run_1/sizing.png
The bar under the picture is 20 um long.
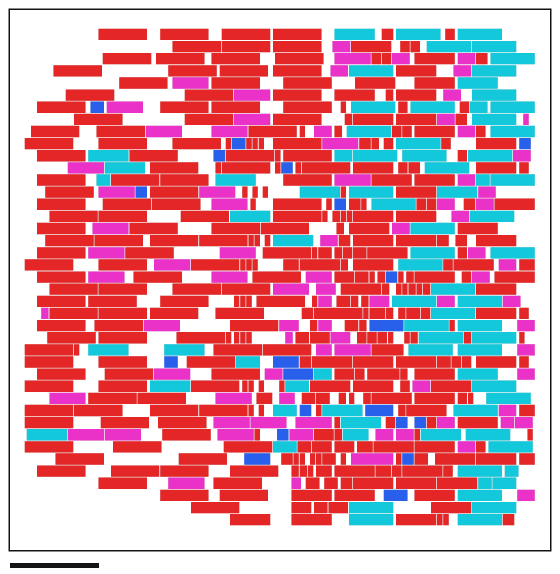
run_1/clock_nets.png
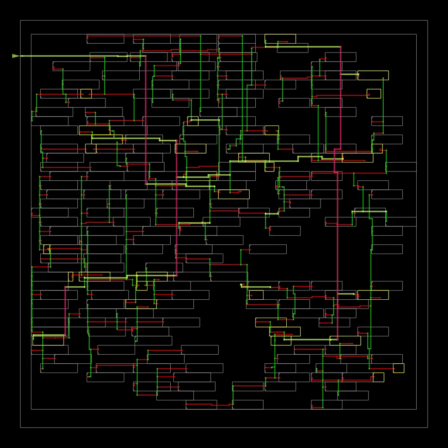
run_1/class_map.png
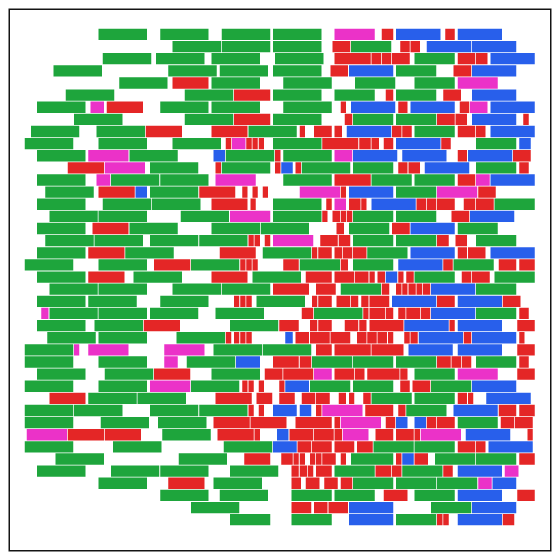
--- src/rtl/adc_result_reader.sv ---
// -----------------------------------------------------------------------------
// adc_result_reader
// System-clock-side consumer of the SAR-ADC core digital interface.
// - Holds the two configuration words that the ADC core reads.
// - Synchronises the core's asynchronous conversion-finished strobe. Each
//   strobe rise pushes the result word into a small FIFO.
// - Provides a single-cycle register bus. The host uses it to program the
//   configuration words, pop results and read or clear the status.
//
// Ports:
//   clk              system clock
//   rst              asynchronous active-high reset
//   conv_finished_in conversion-finished strobe (asynchronous, >= 3 clk high)
//   result_in[15:0]  ADC result, stable from strobe rise to next strobe rise
//   config_1_out     configuration word 1 to the core
//   config_2_out     configuration word 2 to the core
//   bus_addr[1:0]    register address (0 CFG1, 1 CFG2, 2 RESULT, 3 STATUS)
//   bus_wr           one-cycle write strobe
//   bus_wdata[15:0]  write data
//   bus_rd           one-cycle read strobe
//   bus_rdata[15:0]  registered read data, held between reads
//   bus_rdata_valid  one-cycle pulse qualifying bus_rdata
//   irq_out          high while FIFO level >= IRQ_LEVEL
// -----------------------------------------------------------------------------
`timescale 1ns/1ps
module adc_result_reader #(
    parameter int          FIFO_DEPTH  = 8,
    parameter int          IRQ_LEVEL   = 1,
    parameter logic [15:0] CONFIG1_RST = 16'h0000,
    parameter logic [15:0] CONFIG2_RST = 16'h0000
) (
    input  logic        clk,
    input  logic        rst,
    input  logic        conv_finished_in,
    input  logic [15:0] result_in,
    output logic [15:0] config_1_out,
    output logic [15:0] config_2_out,
    input  logic [1:0]  bus_addr,
    input  logic        bus_wr,
    input  logic [15:0] bus_wdata,
    input  logic        bus_rd,
    output logic [15:0] bus_rdata,
    output logic        bus_rdata_valid,
    output logic        irq_out
);

    localparam int AW = $clog2(FIFO_DEPTH);
    localparam int PW = AW + 1;
    localparam logic [PW-1:0] PTR_ONE   = PW'(1'b1);
    localparam logic [PW-1:0] FULL_LVL  = PW'(FIFO_DEPTH);
    localparam logic [PW-1:0] IRQ_LVL   = PW'(IRQ_LEVEL);

    // Synchroniser and edge-detect flops
    logic s1_q, s2_q, s3_q;

    // FIFO state
    logic [15:0]   mem_q [FIFO_DEPTH];
    logic [PW-1:0] wr_ptr_q, wr_ptr_d;
    logic [PW-1:0] rd_ptr_q, rd_ptr_d;
    logic          overflow_q, overflow_d;

    // Bus-visible registers
    logic [15:0] cfg1_q, cfg1_d;
    logic [15:0] cfg2_q, cfg2_d;
    logic [15:0] rdata_q, rdata_d;
    logic        rvalid_q, rvalid_d;
    logic        irq_q, irq_d;

    // Combinational helpers
    logic [PW-1:0] level_s, level_d;
    logic [6:0]    level7_s;
    logic          empty_s, full_s;
    logic          push_s, pop_s, do_push_s, drop_s;
    logic          rd_ok_s, ovf_clr_s;
    logic [15:0]   status_s, rd_mux_s;

    assign level_s = wr_ptr_q - rd_ptr_q;
    assign empty_s = (level_s == {PW{1'b0}});
    assign full_s  = (level_s == FULL_LVL);

    // One push per strobe rise, seen after two synchroniser stages
    assign push_s    = s2_q & ~s3_q;
    // A simultaneous write wins over a read, so the read is suppressed
    assign rd_ok_s   = bus_rd & ~bus_wr;
    assign pop_s     = rd_ok_s & (bus_addr == 2'd2) & ~empty_s;
    // When full, a push is accepted only if a pop frees the head slot in the same cycle
    assign do_push_s = push_s & (~full_s | pop_s);
    assign drop_s    = push_s & full_s & ~pop_s;
    assign ovf_clr_s = bus_wr & (bus_addr == 2'd3) & bus_wdata[15];

    // Zero-extend the level into the 7-bit STATUS field
    always_comb begin
        level7_s = 7'd0;
        level7_s[PW-1:0] = level_s;
    end

    assign status_s = {overflow_q, empty_s, full_s, 6'd0, level7_s};

    // Read-data selection; STATUS reflects the state before any same-cycle push or pop
    always_comb begin
        case (bus_addr)
            2'd0:    rd_mux_s = cfg1_q;
            2'd1:    rd_mux_s = cfg2_q;
            2'd2:    rd_mux_s = empty_s ? 16'h0000 : mem_q[rd_ptr_q[AW-1:0]];
            2'd3:    rd_mux_s = status_s;
            default: rd_mux_s = 16'h0000;
        endcase
    end

    // Next-state logic for pointers, flags and bus registers
    always_comb begin
        wr_ptr_d   = wr_ptr_q;
        rd_ptr_d   = rd_ptr_q;
        overflow_d = overflow_q;
        cfg1_d     = cfg1_q;
        cfg2_d     = cfg2_q;
        rdata_d    = rdata_q;
        rvalid_d   = 1'b0;

        if (do_push_s) begin
            wr_ptr_d = wr_ptr_q + PTR_ONE;
        end else begin
            wr_ptr_d = wr_ptr_q;
        end

        if (pop_s) begin
            rd_ptr_d = rd_ptr_q + PTR_ONE;
        end else begin
            rd_ptr_d = rd_ptr_q;
        end

        // A drop in the same cycle as a clear leaves overflow set
        if (drop_s) begin
            overflow_d = 1'b1;
        end else if (ovf_clr_s) begin
            overflow_d = 1'b0;
        end else begin
            overflow_d = overflow_q;
        end

        if (bus_wr && (bus_addr == 2'd0)) begin
            cfg1_d = bus_wdata;
        end else begin
            cfg1_d = cfg1_q;
        end

        if (bus_wr && (bus_addr == 2'd1)) begin
            cfg2_d = bus_wdata;
        end else begin
            cfg2_d = cfg2_q;
        end

        if (rd_ok_s) begin
            rdata_d  = rd_mux_s;
            rvalid_d = 1'b1;
        end else begin
            rdata_d  = rdata_q;
            rvalid_d = 1'b0;
        end
    end

    assign level_d = wr_ptr_d - rd_ptr_d;
    assign irq_d   = (level_d >= IRQ_LVL);

    // Strobe synchroniser and edge-detect delay flop
    always_ff @(posedge clk or posedge rst) begin
        if (rst) begin
            s1_q <= 1'b0;
            s2_q <= 1'b0;
            s3_q <= 1'b0;
        end else begin
            s1_q <= conv_finished_in;
            s2_q <= s1_q;
            s3_q <= s2_q;
        end
    end

    // FIFO storage; contents do not need a reset because the pointers qualify them
    always_ff @(posedge clk) begin
        if (do_push_s) begin
            mem_q[wr_ptr_q[AW-1:0]] <= result_in;
        end
    end

    // Control and output registers
    always_ff @(posedge clk or posedge rst) begin
        if (rst) begin
            wr_ptr_q   <= {PW{1'b0}};
            rd_ptr_q   <= {PW{1'b0}};
            overflow_q <= 1'b0;
            cfg1_q     <= CONFIG1_RST;
            cfg2_q     <= CONFIG2_RST;
            rdata_q    <= 16'h0000;
            rvalid_q   <= 1'b0;
            irq_q      <= 1'b0;
        end else begin
            wr_ptr_q   <= wr_ptr_d;
            rd_ptr_q   <= rd_ptr_d;
            overflow_q <= overflow_d;
            cfg1_q     <= cfg1_d;
            cfg2_q     <= cfg2_d;
            rdata_q    <= rdata_d;
            rvalid_q   <= rvalid_d;
            irq_q      <= irq_d;
        end
    end

    assign config_1_out    = cfg1_q;
    assign config_2_out    = cfg2_q;
    assign bus_rdata       = rdata_q;
    assign bus_rdata_valid = rvalid_q;
    assign irq_out         = irq_q;

endmodule

--- config.mk ---
export PLATFORM = sky130hd
export DESIGN_NAME = adc_result_reader
export DESIGN_NICKNAME = d
export VERILOG_FILES = /design/src/rtl/adc_result_reader.sv
export SDC_FILE = /design/constraint.sdc
export NUM_CORES = 1
export LEC_CHECK = 0
export CAP_MARGIN = 40
export CORE_MARGIN = 3
export CORE_UTILIZATION = 60
export DETAILED_ROUTE_END_ITERATION = 8
export DONT_BUFFER_PORTS = 1
export PLACE_DENSITY = 0.75
export REMOVE_ABC_BUFFERS = 1
export SYNTH_ARGS = -nofsm -noshare
export SYNTH_HDL_FRONTEND = slang
export SYNTH_SLANG_ARGS = --single-unit
--- constraint.sdc ---
create_clock -name clk -period 7.1 [get_ports clk]
set_input_delay 0.71 -clock clk [delete_from_list [all_inputs] [get_ports clk]]
set_output_delay 0.71 -clock clk [all_outputs]
set_load 0.1 [all_outputs]
==> qor.yml, run 1 <==
topCellsByArea: "edfxtp_1, dfrtp_1, mux4_2, mux2_2, nand2_1"
max_freq_mhz: 186
worstMarginPinSlew_ns: 0.891
yosys_area_mm2: 0.00795
dieHeight_um: 121
cap_viol_max_count: 0
ios: 89
yosysUniqueCellTypes: 49
mux_share_pct: 15.1
critPathArrivalTime_ns: 5.70
cts_hold_buf: 0
ys_seq_share_pct: 67.9
diodes: 0
r2r_slack_ns: 1.71
powerClk_mw: 0.919
clkTransAtPathRegs_ns: 0.08
setup_viol: 0
ff_type: "edfxtp_1"
fin_nets: 589
globalplace.congestion: 0.798
seq_power_share_pct: 35.2
edf_count: 128
fp_util_pct: 62.2
clock_path_buffers: 2
grt_pass1_wl_mm: 32.2
cts_max_level: 4
cts_repair_resize_count: 0
top_cells_by_count: "edfxtp_1, dfrtp_1, nand2_1, mux2_2, mux4_2"
row_count: 41
clkSinkCount: 190
post_drt_wl_per_cell_um: 29.6
p_leak_nw: 3.74
p_switching_mw: 1.81
worstSkewPairLatency_ns: 0.44
p_int_mw: 2.58
powerSeq_mw: 1.54
ir_drop_uv: 285
compound_area_share_pct: 5.34
syn_area_per_cell_um2: 16.3
top_area_cell: "edfxtp_1"
synthTopLogicFamily: "multiplexers"
drv_slew: 0
viasPerCell: 6.81
drc: 0
p_clk_share_pct: 20.9
critPathMaxFanout: 21
fin_skew_ns: 0.0162
cts_setup_buffers: 0
relSlewSlack_pct: 40.6
placed_area_mm2: 0.00951
antenna_found_initial: 0
ys_sh_simple_pct: 6.09
synth_top_cell_by_count: "edfxtp_1"
cts_root_buffer: "clkbuf_16"
ant_nets: 0
cp-start-kind: "flip-flop"
outcome: "complete, no violations"
synthCells: 487
largest_reg_flops: 128
drt-initial-drc-count: 711
yosysWarnings: 0
rr_startpoint: "rd_ptr_q[2]$_DFF_PP0_"
grt_use_total_pct: 30.3
grt_max_degree: 51
min_period_ns: 5.39
rr_worst_depth: 14
yosys_cells: 487
top_cell_area_share_pct: 48.4
hold_viol: 0
warning_count: 25
rsz0062_at_grt: "no"
end_kind: "flip-flop"
syn-cell-area_mm2: 0.00795
via_count: 4929
final_layout_size_suffix_gt1_share_pct: 32.6
total_power_mw: 4.39
first_pass_iters: 6
power.group.top: "combinational logic"
path_class: "reg2reg"
grt_pass1_vias: 5089
fp.dieW_um: 121
combPwrFrac_pct: 43.9
io_buffer_count: 0
powerDensity_mw_per_mm2: 435
yosys.area_share.xor_xnor_pct: 1.42
power_combinational_mw: 1.93
ys.flops: 190
fa_ha_area_share_pct: 1.76
place.detailed.hpwl_mm: 13.4
switching_share_pct: 41.2
r2r_end: "irq_out$_DFF_PP0_"
final.setup.tns_ns: 0
chip_area_mm2: 0.0147
gr-total-overflow: 0
ys_async_sr_fraction_pct: 32.6
cts_tree: "done"
wl_mm: 21.5
worstPathRequired_ns: 7.41
hold_class: "in2async"
fin_crit_sh_pct: 75.8
About sizing.png:
| colour | size | cells | share |
|---|---|---|---|
| blue | x3 and x4 | 20 | 3.6% |
| magenta | x2 | 82 | 15% |
| red | x1 and smaller | 372 | 67% |
| cyan | x6 and larger | 78 | 14% |
Synth-to-Final Area Change: 27.0%
final instance area: 0.0101 mm^2

About clock_nets.png:
clock buffers: 18
Flops: 190
Inserted Clock Buffers: 17

About class_map.png:
| colour | class | cells | share of their area |
|---|---|---|---|
| red | remaining logic cells | 267 | 25% |
| blue | remaining buffers and delay cells | 64 | 15% |
| magenta | clock drivers and dummy loads | 31 | 5.6% |
| green | registers | 190 | 55% |
CORE AREA: 0.0128 mm^2
final core utilization: 79.0%

==> run 1: cells by family (layout without fill, tap and decap cells) <==
| kind of cell | count (synthesis) | count (layout) |
|---|---|---|
| DFF | 190 | 190 |
| and+or+nand+nor | 100 | 100 |
| muxes | 75 | 75 |
| AOI/OAI and AO/OA | 61 | 61 |
| buffers and inverters | 39 | 104 |
| xor gates and xnor gates | 12 | 12 |
| adders and majority gates | 10 | 10 |
==> run 1: worst max-delay path by stage <==
stage | startpoint | to | slack (ns) | depth (start not counted)
2_1_floorplan | rd_ptr_q[0]$_DFF_PP0_ | mem_q[2][0]$_DFFE_PP_ | 2.13 | 7
3_3_place_gp | rd_ptr_q[2]$_DFF_PP0_ | irq_out$_DFF_PP0_ | 2.48 | 14
4_1_cts | rd_ptr_q[2]$_DFF_PP0_ | irq_out$_DFF_PP0_ | 1.85 | 14
6_report | rd_ptr_q[2]$_DFF_PP0_ | irq_out$_DFF_PP0_ | 1.71 | 14
3_5_place_dp | rd_ptr_q[2]$_DFF_PP0_ | irq_out$_DFF_PP0_ | 2.16 | 14
5_1_grt | rd_ptr_q[2]$_DFF_PP0_ | irq_out$_DFF_PP0_ | 1.41 | 14
==> run 1: routing by layer <==
metal / up-vias / global-route usage (%) / share of wire, %
met4: 0 / 13.2 / 4.7
li1: 1982 / - / -
met3: 77 / 8.44 / 10
met5: - / 0 / 0
met2: 386 / 47.7 / 48
met1: 2484 / 40.2 / 37
==> run 1: layout make-up <==
class                      instances  area, um^2
clock buffer                      18         429
fill                             601        2680
tap                              172         215
clock inverter                    13         124
timing repair buffer              64        1480
multi-input combinational        258        2420
inverter                           9        33.8
sequential                       190        5400
==> run 1: metrics by stage <==
stage                     setup slack, ns  instances  hold WS [ns]
after floorplan                      2.13        457         0.331
after global placement               2.48        638         0.338
after detailed placement             2.16        692         0.342
after CTS                            1.85        723        0.0802
after global routing                 1.41        724        0.0915
final                                1.71        724        0.0875
==> run 1: worst max-delay path: stages, from the launching register on <==
cell and delay [ns]:
dfrtp_1 0.85, clkinv_1 0.72, ha_1 0.60, a21oi_1 0.35, a21o_2 0.25, a21o_1 0.62
nand3_4 0.18, xnor2_1 0.30, ha_1 0.21, inv_1 0.08, fa_1 0.44, xnor2_1 0.20
nand3b_1 0.13, a41oi_1 0.19, mux2i_1 0.10
==> run 1: layout by cell type, fill, tap and decap left out, types with 2 or more instances in the layout <==
master,netlist,final
buf_8,0,5
fa_1,2,2
inv_1,8,7
a41oi_1,2,2
nand3b_1,3,3
o21bai_1,9,9
mux4_2,32,32
nand3_1,15,15
edfxtp_1,128,128
xnor2_1,9,9
nor4_2,0,2
nor3_4,0,2
a21oi_1,4,4
nor2_1,6,6
ha_1,8,8
nor2b_1,3,2
inv_8,0,3
nor3_1,5,2
inv_6,0,4
nand4_1,2,2
xor2_1,2,2
a31oi_1,15,15
o22ai_1,14,14
o21ai_0,7,7
clkbuf_16,0,17
buf_4,5,10
mux2_2,33,33
clkinv_4,0,3
nand2b_1,3,3
buf_16,0,48
a21o_1,3,3
nand2_1,53,53
mux2i_1,9,9
dfrtp_1,62,61
==> run 1 -> run 2 <==
--- a/config.mk
+++ b/config.mk
@@ -7,10 +7,10 @@
 export LEC_CHECK = 0
 export CAP_MARGIN = 40
 export CORE_MARGIN = 3
-export CORE_UTILIZATION = 60
+export CORE_UTILIZATION = 57
 export DETAILED_ROUTE_END_ITERATION = 8
 export DONT_BUFFER_PORTS = 1
-export PLACE_DENSITY = 0.75
+export PLACE_DENSITY = 0.74
 export REMOVE_ABC_BUFFERS = 1
 export SYNTH_ARGS = -nofsm -noshare
 export SYNTH_HDL_FRONTEND = slang
==> constraint.sdc (replaced) <==
create_clock -name clk -period 4.4 [get_ports clk]
set_input_delay 0.44 -clock clk [delete_from_list [all_inputs] [get_ports clk]]
set_output_delay 0.44 -clock clk [all_outputs]
set_load 0.1 [all_outputs]
==> run 2 against run 1 <==
Compared with the run above: routed wire length shrank 11%; setup slack lost 1.3 ns; critical path depth grew 2; critical path type unchanged; largest power group unchanged; highest routed layer unchanged.
==> qor.yml, run 2 <==
p_switching_mw: 2.65
ys_seq_share_pct: 67.9
yosys_cells: 487
placed_area_mm2: 0.00937
rsz0062_at_grt: "no"
place.detailed.hpwl_mm: 12.1
grt_pass1_wl_mm: 28.3
topCellsByArea: "edfxtp_1, dfrtp_1, mux4_2, mux2_2, nand2_1"
fin_crit_sh_pct: 91.6
min_period_ns: 4.03
cts_root_buffer: "clkbuf_16"
fp.dieW_um: 124
seq_power_share_pct: 35.3
area_delta_synth_final_pct: 26.8
critPathArrivalTime_ns: 4.33
powerDensity_mw_per_mm2: 682
total_power_mw: 6.87
yosys.area_share.xor_xnor_pct: 1.42
cp-start-kind: "flip-flop"
cts_max_level: 4
grt_pass1_vias: 4737
globalplace.congestion: 0.816
antenna_found_initial: 0
warning_count: 25
ant_nets: 0
hold_viol: 0
holdWs_ns: 0.0430
clock_path_buffers: 2
cp_slowest_cell: "dfrtp_1"
switching_share_pct: 38.5
diodes: 0
hold_class: "in2reg"
syn-cell-area_mm2: 0.00795
top_cells_by_count: "edfxtp_1, dfrtp_1, nand2_1, mux2_2, mux4_2"
p_leak_nw: 3.73
worstPathRequired_ns: 4.70
fa_ha_area_share_pct: 1.76
largest_reg_flops: 128
fin_nets: 590
gr-total-overflow: 0
path_class: "reg2reg"
path_common_cell: "inv_1"
ys.flops: 190
chip_area_mm2: 0.0154
p_int_mw: 4.22
critPathMaxFanout: 19
row_count: 42
setup_viol: 0
post_drt_wl_per_cell_um: 26.2
cts_repair_resize_count: 0
clkTransAtPathRegs_ns: 0.06
worstMarginPinSlew_ns: 0.947
grt_use_total_pct: 25.8
fin_util_pct: 74.9
cap_viol_max_count: 0
yosysUniqueCellTypes: 49
coreArea_mm2: 0.0135
syn_area_per_cell_um2: 16.3
cpPeakStageDelay_ns: 0.57
cts_buffers: 17
yosys_area_mm2: 0.00795
synthTopLogicFamily: "multiplexers"
relSlewSlack_pct: 36.9
yosysWarnings: 0
fp_util_pct: 59.1
final_layout_size_suffix_gt1_share_pct: 31.6
p_clk_share_pct: 20.8
cts_setup_buffers: 0
synthCells: 487
end_kind: "flip-flop"
lay_top_count: "edfxtp_1"
drc: 0
mux_share_pct: 15.1
ios: 89
clkSinkCount: 190
grt_max_degree: 63
dieHeight_um: 124
compound_area_share_pct: 5.34
max_freq_mhz: 248
ys_async_sr_fraction_pct: 32.6
edf_count: 128
first_pass_iters: 7
wl_mm: 19.1
io_buffer_count: 0
outcome: "complete, no violations"
synth_top_cell_by_count: "edfxtp_1"
drv_slew: 0
top_area_cell: "edfxtp_1"
combPwrFrac_pct: 43.9
ir_drop_uv: 607
lay_top_cells: "edfxtp_1, dfrtp_1, nand2_1"
drt-initial-drc-count: 439
ys_sh_simple_pct: 6.09
pre_cts_ws_ns: 0.504
path_cells: "inv_1 -> ha_1 -> inv_1 -> fa_1 -> nor2b_1 -> nand2_1 -> a21o_1 -> nand3_4 -> xnor2_1 -> ha_1 -> inv_1 -> fa_1 -> xnor2_1 -> nand3b_1 -> a41oi_1 -> mux2i_1"
cts_hold_buf: 0
viasPerCell: 6.21
ff_type: "edfxtp_1"
cts_tree: "done"
top_cell_area_share_pct: 48.4
via_count: 4534
## run 2: per-layer routing
metal  vias up  routed length [um]  global-route usage [%]
met4         0                 544                    10.4
met5         -                   0                       0
met3        43                1580                    8.31
met2       206                9690                    42.7
met1      2307                7320                    31.7
li1       1978                   -                       -
## run 2: area by class of cell
type	count	area [um^2]
flip-flops and latches	190	5400
multi-input cells	258	2400
repair buffers	65	1480
fillers	699	3380
well taps	176	220
clock inverters	5	60.1
clock buffers	27	483
inverters	9	33.8
## run 2: logic make-up after synthesis
kind of cell | Yosys count
AND-OR/OR-AND | 61
XOR/XNOR | 12
AND/OR/NAND/NOR | 100
flip-flops | 190
multiplexers | 75
adder cells (fa/ha/maj) | 10
buffers and inverters | 39
## run 2: worst max-delay path, delay by kind of cell, from the launching register on
family                     cells  cell delay (ns)
adders and majority gates      4             1.30
and+or+nand+nor                4             0.70
AOI/OAI and AO/OA              2             0.62
DFF                            1             0.57
xor gates and xnor gates       2             0.32
buffers and inverters          3             0.30
muxes                          1             0.09
## run 2: stage by stage
step / TNS (ns) / std cells
5_1_grt: 0 / 730
2_1_floorplan: -22.13 / 457
6_report: 0 / 730
4_1_cts: 0 / 724
3_5_place_dp: 0 / 692
3_3_place_gp: 0 / 647
## run 2: power by group through the flow
stage	clock, mW	combinational, mW	sequential [mW]
3_5_place_dp	0	2.83	2.54
5_1_grt	1.51	3.18	2.45
3_3_place_gp	0	1.60	3.09
6_report	1.43	3.02	2.43
2_1_floorplan	0	1.12	3.16
4_1_cts	1.45	2.85	2.51
## run 2: final timing paths
check / startpoint / end / slack, ns / depth (start not counted)
worst min-delay path: conv_finished_in / s1_q$_DFF_PP0_ / 0.04 / 0
worst max-delay path: wr_ptr_q[0]$_DFF_PP0_ / irq_out$_DFF_PP0_ / 0.37 / 16
worst min register to register: s1_q$_DFF_PP0_ / s2_q$_DFF_PP0_ / 0.35 / 0
min in group asynchronous: rst / config_2_out[5]$_DFFE_PP0P_ / 0.12 / 2
worst max register to register: wr_ptr_q[0]$_DFF_PP0_ / irq_out$_DFF_PP0_ / 0.37 / 16
max in group asynchronous: rst / rd_ptr_q[0]$_DFF_PP0_ / 3.72 / 2
run_2/clock_wires.png
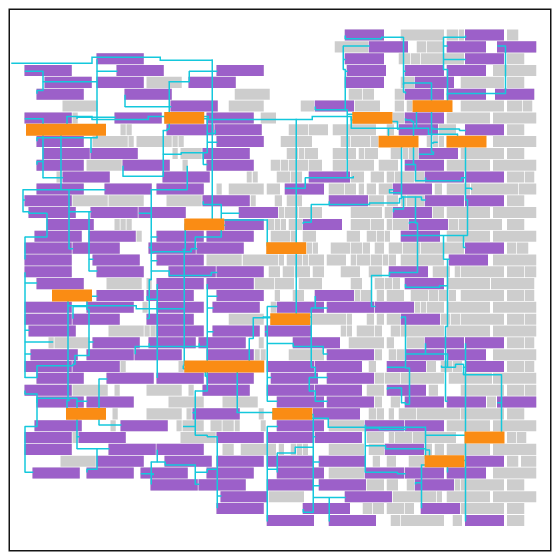
[orange] clock-net drivers | count: 17
[cyan] clock wires | length: 1990 um
[purple] flip-flops | count: 190
routed clock nets: 18
P_clk: 1.43 mW
Worst Clk Skew: 0.00889 ns
Latency at later pin: 0.43 ns

run_2/sizing.png
The bar under the picture is 20 um long.
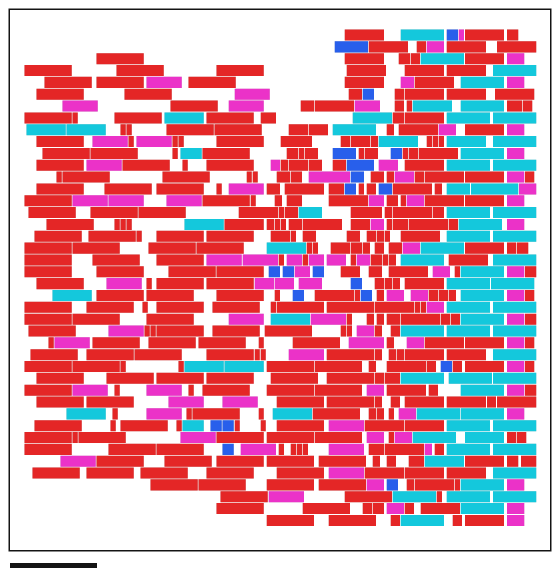
| colour | size | cells | share |
|---|---|---|---|
| blue | x3 and x4 | 20 | 3.6% |
| cyan | x6 and larger | 71 | 13% |
| magenta | x2 | 84 | 15% |
| red | x1 and smaller | 379 | 68% |
non-clock buffer count in the final layout: 65
Final WS setup: 0.370 ns
final instance area: 0.0101 mm^2

==> run 2 -> run 3 <==
--- a/config.mk
+++ b/config.mk
@@ -7,10 +7,11 @@
 export LEC_CHECK = 0
 export CAP_MARGIN = 40
 export CORE_MARGIN = 3
-export CORE_UTILIZATION = 57
+export CORE_UTILIZATION = 59
+export CTS_BUF_LIST = sky130_fd_sc_hd__clkbuf_2
 export DETAILED_ROUTE_END_ITERATION = 8
 export DONT_BUFFER_PORTS = 1
-export PLACE_DENSITY = 0.74
+export PLACE_DENSITY = 0.77
 export REMOVE_ABC_BUFFERS = 1
 export SYNTH_ARGS = -nofsm -noshare
 export SYNTH_HDL_FRONTEND = slang
==> run 3 against run 2 <==
Compared with the run above: sequential share of layout area grew 0.14 points; die size shrank 3.2%; synthesized cell count is the same; highest routed layer unchanged.
==> qor.yml, run 3 <==
cts_max_level: 4
ant_nets: 0
io_buffer_count: 0
ys.flops: 190
hold_depth: 2
lay_top_count: "edfxtp_1"
ys_async_sr_fraction_pct: 32.6
crit_family: "adder cells"
post_drt_wl_per_cell_um: 27.4
synthCells: 487
placed_area_mm2: 0.00935
combPwrFrac_pct: 47.8
top_area_cell: "edfxtp_1"
yosysWarnings: 0
relSlewSlack_pct: 30.8
grt_max_degree: 62
edf_count: 128
end_kind: "flip-flop"
drc: 0
area_delta_synth_final_pct: 26.5
powerDensity_mw_per_mm2: 630
place.detailed.hpwl_mm: 11.7
crit_end: "irq_out$_DFF_PP0_"
startpoint: "wr_ptr_q[0]$_DFF_PP0_"
p_int_mw: 3.61
ys_seq_share_pct: 67.9
fin_area_mm2: 0.0101
topCellsByArea: "edfxtp_1, dfrtp_1, mux4_2, mux2_2, nand2_1"
viasPerCell: 6.45
syn-cell-area_mm2: 0.00795
setup_viol: 0
largest_reg_flops: 128
r2r_end: "irq_out$_DFF_PP0_"
yosysUniqueCellTypes: 49
wl_mm: 20.9
via_count: 4924
fp.dieW_um: 122
coreArea_mm2: 0.0129
first_pass_iters: 5
hold_class: "in2reg"
min_period_ns: 4.00
r2r_slack_ns: 0.40
outcome: "complete, no violations"
globalplace.congestion: 0.868
max_freq_mhz: 250
yosys_area_mm2: 0.00795
seq_power_share_pct: 39.3
chip_area_mm2: 0.0149
ff_type: "edfxtp_1"
lay_top_cells: "edfxtp_1, dfrtp_1, nand2_1"
fin_cells: 763
dpl.cell_count: 687
worstMarginPinSlew_ns: 1.04
path_cells: "inv_1 -> ha_1 -> inv_1 -> fa_1 -> nand2b_1 -> nor3_1 -> a31oi_2 -> xnor2_1 -> ha_1 -> inv_1 -> fa_1 -> xnor2_1 -> nand3b_1 -> a41oi_1 -> mux2i_1"
rr_startpoint: "wr_ptr_q[0]$_DFF_PP0_"
cap_viol_max_count: 0
cp_slowest_cell: "dfrtp_1"
syn_area_per_cell_um2: 16.3
critical_path_buf_inv_count: 3
cts_buffers: 17
fin_crit_sh_pct: 90.8
cts_tree: "done"
warning_count: 26
critPathArrivalTime_ns: 4.70
gr-total-overflow: 0
rsz0062_at_grt: "no"
pre_cts_ws_ns: 0.486
hold_viol: 0
antenna_found_initial: 0
final.setup.tns_ns: 0
ios: 89
diodes: 0
cts_root_buffer: "clkbuf_2"
grt_pass1_wl_mm: 30.7
rr_worst_depth: 15
yosys_cells: 487
cpPeakStageDelay_ns: 0.63
cts_setup_buffers: 0
clkTransAtPathRegs_ns: 0.25
synth_top_cell_by_count: "edfxtp_1"
path_class: "reg2reg"
ir_drop_uv: 301
drv_slew: 0
p_switching_mw: 2.72
grt_pass1_vias: 5152
clock_path_buffers: 2
p_leak_nw: 3.72
top_cells_by_count: "edfxtp_1, dfrtp_1, nand2_1, mux2_2, mux4_2"
grt_use_total_pct: 28.3
worstPathRequired_ns: 5.10
switching_share_pct: 43.0
final_layout_size_suffix_gt1_share_pct: 30.1
worst_slack_ns: 0.403
path_common_cell: "inv_1"
path_depth: 15
cp-start-kind: "flip-flop"
clkSinkCount: 190
drt-initial-drc-count: 600
fp_util_pct: 61.7
dieHeight_um: 122
top_cell_area_share_pct: 48.4
critPathMaxFanout: 10
row_count: 41
fin_nets: 627
run 3: cells by family (layout without fill, tap and decap cells):
| kind of cell | after synthesis | count (layout) | share of synthesized area (%) |
|---|---|---|---|
| mux | 75 | 75 | 15.1 |
| simple gates | 100 | 100 | 6.09 |
| buf+inv | 39 | 143 | 2.42 |
| compound gates | 61 | 61 | 5.34 |
| fa+ha+maj | 10 | 10 | 1.76 |
| xor+xnor | 12 | 12 | 1.42 |
| flops | 190 | 190 | 67.9 |
run 3: final cells by class:
cell class	instances	area [um^2]
well taps	172	215
fillers	643	2830
flip-flops and latches	190	5400
clock inverters	13	113
clock buffers	19	95.1
repair buffers	102	1800
multi-input cells	258	2400
inverters	9	33.8
run 3: how the worst min path moves through the flow:
stage              startpoint                        end  slack (ns)
2_1_floorplan  s1_q$_DFF_PP0_             s2_q$_DFF_PP0_        0.33
3_3_place_gp              rst  bus_rdata_valid$_DFF_PP0_        0.17
6_report               bus_wr     overflow_q$_DFFE_PP0P_        0.08
3_5_place_dp              rst  bus_rdata_valid$_DFF_PP0_        0.17
4_1_cts           bus_addr[0]   bus_rdata[3]$_DFFE_PP0P_      0.0005
5_1_grt           bus_addr[0]     overflow_q$_DFFE_PP0P_       0.003
run 3: stage by stage:
stage / util, % / total power, mW / hold slack [ns]
floorplan: - / 4.28 / 0.331
global placement: 63.3 / 4.69 / 0.169
detailed placement: 72.6 / 5.33 / 0.171
CTS: 77.3 / 6.18 / 0.000537
global route: 78.1 / 6.60 / 0.00257
finish: 78.1 / 6.33 / 0.0835
run 3: routing by layer:
metal	global-route usage (%)	vias to the layer above	share of wire, %
met3	8.54	47	9.8
met5	0	-	0
met1	37.4	2512	40
met4	13.2	0	2.6
met2	43.8	311	48
li1	-	2054	-
run 3: what timing repair did:
| item | CTS | global route |
|---|---|---|
| hold endpoints to repair | 243 | 1 |
| setup endpoints to repair | 0 | 1 |
| hold buffers | 40 | 1 |
| resized | 0 | 1 |
run 3: power by group through the flow:
stage / clock, mW / sequential [mW] / combinational, mW
after floorplan: 0 / 3.16 / 1.12
after global placement: 0 / 3.09 / 1.60
after detailed placement: 0 / 2.56 / 2.77
after CTS: 0.812 / 2.52 / 2.85
after global routing: 0.899 / 2.51 / 3.20
final: 0.817 / 2.49 / 3.02
run_3/ff_map.png
The bar under the picture is 20 um long. Other sequential cells in the stronger grey, the rest of the logic in the fainter grey.
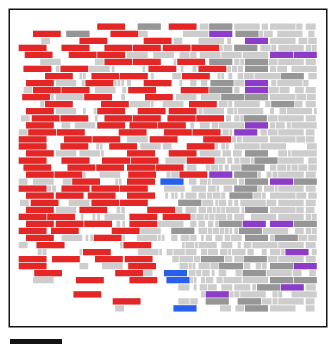
| colour | netlist name | placed flops |
|---|---|---|
| blue | `wr_ptr_q` | 4 |
| purple | `config_2_out` | 16 |
| red | `mem_q` | 128 |
not coloured: 42
Flop+latch power: 2.49 mW
flop share of the area: 53.7%

run_3/clock_wires.png
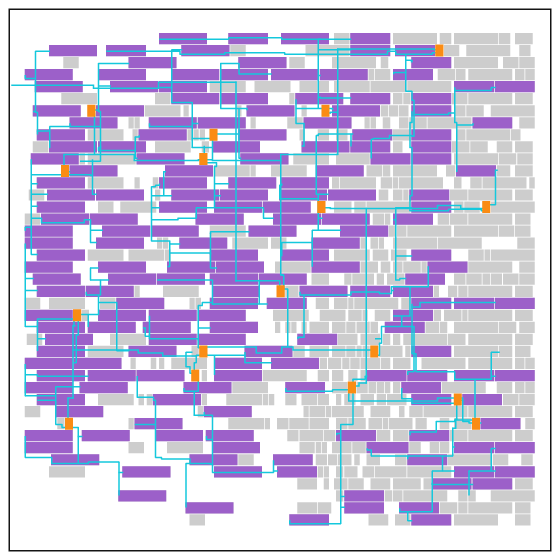
[orange] clock-net drivers | count: 17
[purple] flip-flops | count: 190
[cyan] clock wires | length: 2100 um
routed clock nets: 18
flops lie: spread over the die
Clk pwr share: 12.9%
P_clk: 0.817 mW
Latency at later pin: 0.83 ns
Worst Clk Skew: 0.0544 ns

Power and IR drop assume default switching activity.
